Fig. 1: metal 1
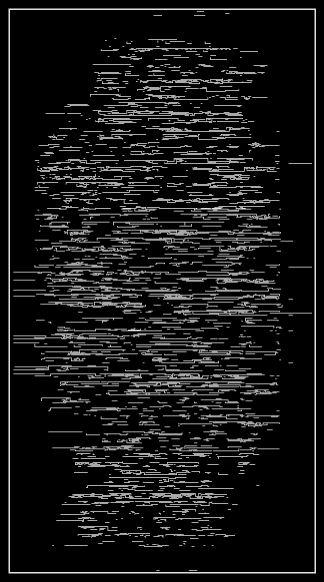
Fig. 2: M2 wires
Scale bar: 20 um. Cells faint in the background.
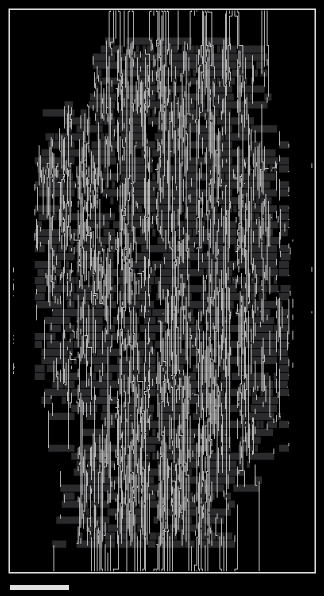
$ cat src/rtl/fp32_rx_operand_packer_if.sv
// Operand bus between the UART receiver, the FP32 operand packer and the MAC.
// The slave modport is the packer's view; the master modport is the view of
// whatever drives the byte stream and consumes the operand set.
interface fp32_rx_operand_packer_if;
    logic [7:0]  RX_DATA_I;
    logic        RX_VALID_I;
    logic        MAC_READY_I;
    logic [31:0] ALPHA_O;
    logic [31:0] BRAVO_O;
    logic [31:0] ACC_O;
    logic        MAC_VALID_O;

    modport slave (
        input  RX_DATA_I,
        input  RX_VALID_I,
        input  MAC_READY_I,
        output ALPHA_O,
        output BRAVO_O,
        output ACC_O,
        output MAC_VALID_O
    );

    modport master (
        output RX_DATA_I,
        output RX_VALID_I,
        output MAC_READY_I,
        input  ALPHA_O,
        input  BRAVO_O,
        input  ACC_O,
        input  MAC_VALID_O
    );
endinterface

$ cat src/rtl/fp32_rx_operand_packer.sv
// FP32 operand packer: collects a 12-byte UART frame (alpha, bravo, acc, each
// MSB first) into three FP32 words and offers them to the MAC over a
// valid/ready handshake. Partial frames are dropped after an inter-byte
// timeout; bytes arriving while a set is still pending are dropped and flagged.
//
// Optional feature: define FP32_PACKER_SYNC_EN to require a SYNC_BYTE header
// in front of every frame. Without it the first byte seen while idle is
// alpha[31:24].
module fp32_rx_operand_packer #(
    parameter int TIMEOUT_CLKS = 104160
`ifdef FP32_PACKER_SYNC_EN
    ,
    parameter logic [7:0] SYNC_BYTE = 8'hA5
`endif
) (
    input  logic                     CLK_I,
    input  logic                     RSTL_I,
    fp32_rx_operand_packer_if.slave  pk,
    input  logic                     ERR_CLR_I,
    output logic                     OVERRUN_O,
    output logic                     TIMEOUT_O
);

    // Width of the inter-byte timeout counter; it only has to reach TIMEOUT_CLKS-1.
    localparam int TW = (TIMEOUT_CLKS > 1) ? $clog2(TIMEOUT_CLKS) : 1;
    localparam logic [TW-1:0] TMO_LAST = TW'(TIMEOUT_CLKS - 1);
    localparam logic [TW-1:0] TMO_ONE  = TW'(1);
    localparam logic [TW-1:0] TMO_ZERO = TW'(0);
    localparam logic [3:0]    LAST_IDX = 4'd11;

    typedef enum logic [1:0] {
        ST_IDLE    = 2'd0,
        ST_COLLECT = 2'd1,
        ST_HOLD    = 2'd2
    } state_t;

    // Write one received byte into the 96-bit assembly image. Byte k lands in
    // word k/4, lane 3-(k%4), i.e. bit position 95-8k downward.
    function automatic logic [95:0] put_byte(input logic [95:0] frame,
                                             input logic [3:0]  idx,
                                             input logic [7:0]  data);
        logic [95:0] res;
        res = frame;
        for (int i = 0; i < 12; i++) begin
            if (idx == 4'(i)) begin
                res[95 - 8*i -: 8] = data;
            end else begin
                res[95 - 8*i -: 8] = frame[95 - 8*i -: 8];
            end
        end
        return res;
    endfunction

    state_t         state_r,    state_nxt_s;
    logic [3:0]     byte_cnt_r, byte_cnt_nxt_s;
    logic [TW-1:0]  tmo_cnt_r,  tmo_cnt_nxt_s;
    logic [95:0]    asm_r,      asm_nxt_s;
    logic [31:0]    alpha_r,    alpha_nxt_s;
    logic [31:0]    bravo_r,    bravo_nxt_s;
    logic [31:0]    acc_r,      acc_nxt_s;
    logic           valid_r,    valid_nxt_s;
    logic           overrun_r,  overrun_nxt_s;
    logic           timeout_r,  timeout_nxt_s;
    logic           ovr_set_s;
    logic           tmo_set_s;

    // What an idle packer does with the byte on the bus: whether it starts a
    // frame, which byte count it starts from and the resulting assembly image.
    logic           idle_take_s;
    logic [3:0]     start_cnt_s;
    logic [95:0]    asm_start_s;

`ifdef FP32_PACKER_SYNC_EN
    // Only the header opens a frame; it is consumed, not stored.
    assign idle_take_s = pk.RX_VALID_I && (pk.RX_DATA_I == SYNC_BYTE);
    assign start_cnt_s = 4'd0;
    assign asm_start_s = asm_r;
`else
    // Any byte opens a frame and is itself alpha[31:24].
    assign idle_take_s = pk.RX_VALID_I;
    assign start_cnt_s = 4'd1;
    assign asm_start_s = put_byte(asm_r, 4'd0, pk.RX_DATA_I);
`endif

    // Next-state, datapath and flag-event decode for the IDLE/COLLECT/HOLD FSM.
    always_comb begin
        state_nxt_s    = state_r;
        byte_cnt_nxt_s = byte_cnt_r;
        tmo_cnt_nxt_s  = tmo_cnt_r;
        asm_nxt_s      = asm_r;
        alpha_nxt_s    = alpha_r;
        bravo_nxt_s    = bravo_r;
        acc_nxt_s      = acc_r;
        valid_nxt_s    = valid_r;
        ovr_set_s      = 1'b0;
        tmo_set_s      = 1'b0;

        case (state_r)
            ST_IDLE: begin
                tmo_cnt_nxt_s = TMO_ZERO;
                if (idle_take_s) begin
                    asm_nxt_s      = asm_start_s;
                    byte_cnt_nxt_s = start_cnt_s;
                    state_nxt_s    = ST_COLLECT;
                end else begin
                    byte_cnt_nxt_s = 4'd0;
                end
            end

            ST_COLLECT: begin
                if (pk.RX_VALID_I) begin
                    // A byte always beats a timeout landing in the same cycle.
                    asm_nxt_s     = put_byte(asm_r, byte_cnt_r, pk.RX_DATA_I);
                    tmo_cnt_nxt_s = TMO_ZERO;
                    if (byte_cnt_r == LAST_IDX) begin
                        alpha_nxt_s    = asm_nxt_s[95:64];
                        bravo_nxt_s    = asm_nxt_s[63:32];
                        acc_nxt_s      = asm_nxt_s[31:0];
                        valid_nxt_s    = 1'b1;
                        byte_cnt_nxt_s = 4'd0;
                        state_nxt_s    = ST_HOLD;
                    end else begin
                        byte_cnt_nxt_s = byte_cnt_r + 4'd1;
                    end
                end else if (tmo_cnt_r == TMO_LAST) begin
                    tmo_cnt_nxt_s  = TMO_ZERO;
                    byte_cnt_nxt_s = 4'd0;
                    tmo_set_s      = 1'b1;
                    state_nxt_s    = ST_IDLE;
                end else begin
                    tmo_cnt_nxt_s = tmo_cnt_r + TMO_ONE;
                end
            end

            ST_HOLD: begin
                tmo_cnt_nxt_s = TMO_ZERO;
                if (valid_r && pk.MAC_READY_I) begin
                    // Transfer cycle: valid drops next cycle, giving the MAC a
                    // low phase before any later set; a byte here opens the
                    // next frame exactly as it would in IDLE.
                    valid_nxt_s = 1'b0;
                    if (idle_take_s) begin
                        asm_nxt_s      = asm_start_s;
                        byte_cnt_nxt_s = start_cnt_s;
                        state_nxt_s    = ST_COLLECT;
                    end else begin
                        byte_cnt_nxt_s = 4'd0;
                        state_nxt_s    = ST_IDLE;
                    end
                end else if (pk.RX_VALID_I) begin
                    ovr_set_s = 1'b1;
                end else begin
                    ovr_set_s = 1'b0;
                end
            end

            default: begin
                state_nxt_s    = ST_IDLE;
                byte_cnt_nxt_s = 4'd0;
                tmo_cnt_nxt_s  = TMO_ZERO;
                valid_nxt_s    = 1'b0;
            end
        endcase
    end

    // Sticky error flags: a new event takes priority over a clear request.
    always_comb begin
        if (ovr_set_s) begin
            overrun_nxt_s = 1'b1;
        end else if (ERR_CLR_I) begin
            overrun_nxt_s = 1'b0;
        end else begin
            overrun_nxt_s = overrun_r;
        end

        if (tmo_set_s) begin
            timeout_nxt_s = 1'b1;
        end else if (ERR_CLR_I) begin
            timeout_nxt_s = 1'b0;
        end else begin
            timeout_nxt_s = timeout_r;
        end
    end

    // State, counters, assembly image, operand outputs and flags.
    always_ff @(posedge CLK_I or negedge RSTL_I) begin
        if (!RSTL_I) begin
            state_r    <= ST_IDLE;
            byte_cnt_r <= 4'd0;
            tmo_cnt_r  <= TMO_ZERO;
            asm_r      <= 96'd0;
            alpha_r    <= 32'd0;
            bravo_r    <= 32'd0;
            acc_r      <= 32'd0;
            valid_r    <= 1'b0;
            overrun_r  <= 1'b0;
            timeout_r  <= 1'b0;
        end else begin
            state_r    <= state_nxt_s;
            byte_cnt_r <= byte_cnt_nxt_s;
            tmo_cnt_r  <= tmo_cnt_nxt_s;
            asm_r      <= asm_nxt_s;
            alpha_r    <= alpha_nxt_s;
            bravo_r    <= bravo_nxt_s;
            acc_r      <= acc_nxt_s;
            valid_r    <= valid_nxt_s;
            overrun_r  <= overrun_nxt_s;
            timeout_r  <= timeout_nxt_s;
        end
    end

    assign pk.ALPHA_O     = alpha_r;
    assign pk.BRAVO_O     = bravo_r;
    assign pk.ACC_O       = acc_r;
    assign pk.MAC_VALID_O = valid_r;
    assign OVERRUN_O      = overrun_r;
    assign TIMEOUT_O      = timeout_r;

endmodule

$ cat src/flat_wrapper.sv
// flat-port wrapper written by rule: the top's interface ports become plain ports
module fp32_rx_operand_packer_flat 
#(
    parameter int TIMEOUT_CLKS = 104160

)
  (CLK_I, RSTL_I, ERR_CLR_I, OVERRUN_O, TIMEOUT_O, pk_RX_DATA_I, pk_RX_VALID_I, pk_MAC_READY_I, pk_ALPHA_O, pk_BRAVO_O, pk_ACC_O, pk_MAC_VALID_O);
  fp32_rx_operand_packer_if pk_i ();
  input  logic CLK_I;
  input  logic RSTL_I;
  input  logic ERR_CLR_I;
  output logic OVERRUN_O;
  output logic TIMEOUT_O;
  input wire logic [$bits(pk_i.RX_DATA_I)-1:0] pk_RX_DATA_I;
  input wire logic [$bits(pk_i.RX_VALID_I)-1:0] pk_RX_VALID_I;
  input wire logic [$bits(pk_i.MAC_READY_I)-1:0] pk_MAC_READY_I;
  output wire logic [$bits(pk_i.ALPHA_O)-1:0] pk_ALPHA_O;
  output wire logic [$bits(pk_i.BRAVO_O)-1:0] pk_BRAVO_O;
  output wire logic [$bits(pk_i.ACC_O)-1:0] pk_ACC_O;
  output wire logic [$bits(pk_i.MAC_VALID_O)-1:0] pk_MAC_VALID_O;
  assign pk_i.RX_DATA_I = pk_RX_DATA_I;
  assign pk_i.RX_VALID_I = pk_RX_VALID_I;
  assign pk_i.MAC_READY_I = pk_MAC_READY_I;
  assign pk_ALPHA_O = pk_i.ALPHA_O;
  assign pk_BRAVO_O = pk_i.BRAVO_O;
  assign pk_ACC_O = pk_i.ACC_O;
  assign pk_MAC_VALID_O = pk_i.MAC_VALID_O;
  fp32_rx_operand_packer #(.TIMEOUT_CLKS(TIMEOUT_CLKS)) u_core (.CLK_I(CLK_I), .RSTL_I(RSTL_I), .pk(pk_i), .ERR_CLR_I(ERR_CLR_I), .OVERRUN_O(OVERRUN_O), .TIMEOUT_O(TIMEOUT_O));
endmodule
$ cat config.mk
export PLATFORM = sky130hd
export DESIGN_NAME = fp32_rx_operand_packer_flat
export DESIGN_NICKNAME = d
export VERILOG_FILES = /design/src/rtl/fp32_rx_operand_packer_if.sv /design/src/rtl/fp32_rx_operand_packer.sv /design/src/flat_wrapper.sv
export SDC_FILE = /design/constraint.sdc
export NUM_CORES = 1
export LEC_CHECK = 0
export CAP_MARGIN = 20
export CORE_ASPECT_RATIO = 2
export CORE_MARGIN = 8
export CORE_UTILIZATION = 60
export DETAILED_ROUTE_END_ITERATION = 8
export PLACE_DENSITY = 0.89
export SYNTH_ARGS = -nofsm -noshare
export SYNTH_HDL_FRONTEND = slang
export SYNTH_SLANG_ARGS = --single-unit
export TNS_END_PERCENT = 10
$ cat constraint.sdc
create_clock -name CLK_I -period 3.7 [get_ports CLK_I]
set_input_delay 0.925 -clock CLK_I [delete_from_list [all_inputs] [get_ports CLK_I]]
set_output_delay 0.925 -clock CLK_I [all_outputs]
set_load 0.1 [all_outputs]
==> Table 3: Implementation characteristics <==
Summary of implementation characteristics

Parameter                              Value

Run status
  Status .................. complete, no violations

Final layout
  Clock buffer cells .................. 25
  Max-area cell class .................. registers
  Mi-comb count .................. 507
  Flip-flops .................. 210
  Top logic cell by instance count in the layout .................. sky130_fd_sc_hd__dfrtp_1
  Final core occ .................. 71.99%
  Total area of multi-input combinational cells .................. 3692 um^2
  Syn-to-layout area delta .................. 18.57%
  Sequential Area .................. 5255 um^2
  Final-stage net count .................. 885
  Count of filler cells inserted in the layout .................. 1,095
  Final cell count without fillers .................. 1,076

Routing
  Residual antenna-violating net count after detailed routing .................. 0
  Post-detailed-route wirelength per cell .................. 18.76 um
  Number of DRC markers in iteration 0 .................. 217
  Remaining design rule violation count .................. 0

Global route
  Residual overflow from global routing .................. 0
  First-pass GRT wire length .................. 33.64 mm
  Global Route Usage Sum .................. 20.75%

Clock network
  Clock latency of the later-clocked register in the worst-skew pair .................. 0.49 ns
  Root Buffer .................. sky130_fd_sc_hd__clkbuf_16
  # H-tree levels .................. 1
  Cts bufs inserted .................. 18
  Setup Fix Bufs, Post-CTS .................. 0
  Number of gates given a new drive strength after cts .................. 0
  Clock tree from TritonCTS .................. done

Flow run
  Number of logged tool warnings .................. 33
  Count of maximum capacitance violations .................. 0

Place
  Placer's final routability congestion estimate .................. 0.8085
  Detail Placement HPWL .................. 13.57 mm
  Worst slack after detailed placement .................. 0.7019 ns

STA
  Final Max-Slew Violation Tally .................. 0
  Unrepaired setup endpoints after global routing .................. no
  Worst Hold Margin .................. 0.4774 ns
  Final tally of setup violations .................. 0
  Fmax achieved .................. 0.3404 GHz
  Min Clock Period, post-route .................. 2.938 ns
  Worst-margin pin slew .................. 1.076 ns
  Setup total negative slack .................. 0 ns

Synthesis
  Yosys chip area .................. 9238 um^2
  Post-synthesis average cell area .................. 11.83 um^2
  Dominant cells by area after synthesis .................. sky130_fd_sc_hd__dfrtp_1 (57%), sky130_fd_sc_hd__mux2_2 (11%), sky130_fd_sc_hd__mux2i_1 (9.5%)
  Proportion of synthesized flip-flops having asynchronous set or reset .................. 100.0%
  Net count of the mapped netlist .................. 799
  Commonest cells post-synth .................. sky130_fd_sc_hd__dfrtp_1 (210), sky130_fd_sc_hd__nand2_1 (121), sky130_fd_sc_hd__mux2_2 (89)
  Total standard cell area after synthesis .................. 9238 um^2
  Post-synth top area share .................. 56.89%
  Count of different cell masters after synthesis .................. 51
  Post-synthesis cell count from yosys .................. 781
  Post-synthesis sequential area ratio .................. 56.89%

Hold path
  Worst min-delay path class .................. flip-flop to flip-flop

Setup path
  Crit-path max cell delay .................. 1.15 ns
  Largest fanout on the critical path .................. 2
  Critical path required time .................. 2.77 ns
  Capturing element type of the critical path .................. primary output
  Ordered list of cells on the worst path .................. clkdlybuf4s50_1
  Critical Path Source Type .................. flip-flop
  Start-to-end type of the worst setup path .................. flip-flop to primary output
  Flop-to-flop setup slack .................. 1.23 ns

Die
  Die Y .................. 191.5 um
  Number of tap cells inserted .................. 198
  Die footprint .................. 19,860 um^2

Power and ir drop
  Static leakage power .................. 5.437 nW
About Fig. 1:
wire length on this layer: 7,600 um
nets with wire on the layer: 782
longest straight run: 37.7 um
main direction: horizontal
met1 demand-to-capacity share in global routing: 22.38%
post-detailed-routing wire length: 20.19 mm

About Fig. 2:
longest straight run: 62.2 um
main direction: vertical
wire length on this layer: 11,200 um

## final timing paths
| check | to | from | cells after the start |
|---|---|---|---|
| max reg2reg | u_core.asm_r[78] | u_core.byte_cnt_r[0] | 5 |
| max in group asynchronous | u_core.pk.ACC_O[26] | RSTL_I | 2 |
| min | u_core.pk.ACC_O[20] | u_core.pk.ACC_O[20] | 2 |
| min in group asynchronous | u_core.pk.ALPHA_O[30] | RSTL_I | 1 |
| max | pk_ALPHA_O[8] | u_core.pk.ALPHA_O[8] | 1 |
| min reg2reg | u_core.pk.ACC_O[20] | u_core.pk.ACC_O[20] | 2 |
## layer usage
| layer | vias up | routed length [um] | global-route usage (%) |
|---|---|---|---|
| met5 | - | 0 | 0 |
| met3 | 38 | 776 | 3.342 |
| met2 | 115 | 11200 | 39.01 |
| met1 | 3074 | 7602 | 22.38 |
| met4 | 0 | 605 | 8.861 |
| li1 | 2852 | - | - |
## power breakdown
part | switching [mW] | internal (mW) | leakage, nW
logic | 0.475 | 0.462 | 2.27
registers | 0.165 | 2.57 | 2.86
clock network | 0.813 | 1.21 | 0.313
## registers in the layout (all words and copies together) (netlist names)
name                   cells
u_core.OVERRUN_O           1
u_core.TIMEOUT_O           1
u_core.asm_r              88
u_core.byte_cnt_r          4
u_core.pk.ACC_O           32
u_core.pk.ALPHA_O         32
u_core.pk.BRAVO_O         32
u_core.pk.MAC_VALID_O      1
u_core.state_r             2
u_core.tmo_cnt_r          17
## kinds of logic after synthesis
kind of cell / synth area share (%)
fa+ha+maj: 0.6772
buf+inv: 3.440
flops: 56.89
mux: 20.38
compound gates: 6.691
simple gates: 10.78
xor+xnor: 1.138
Power and IR drop assume default switching activity.
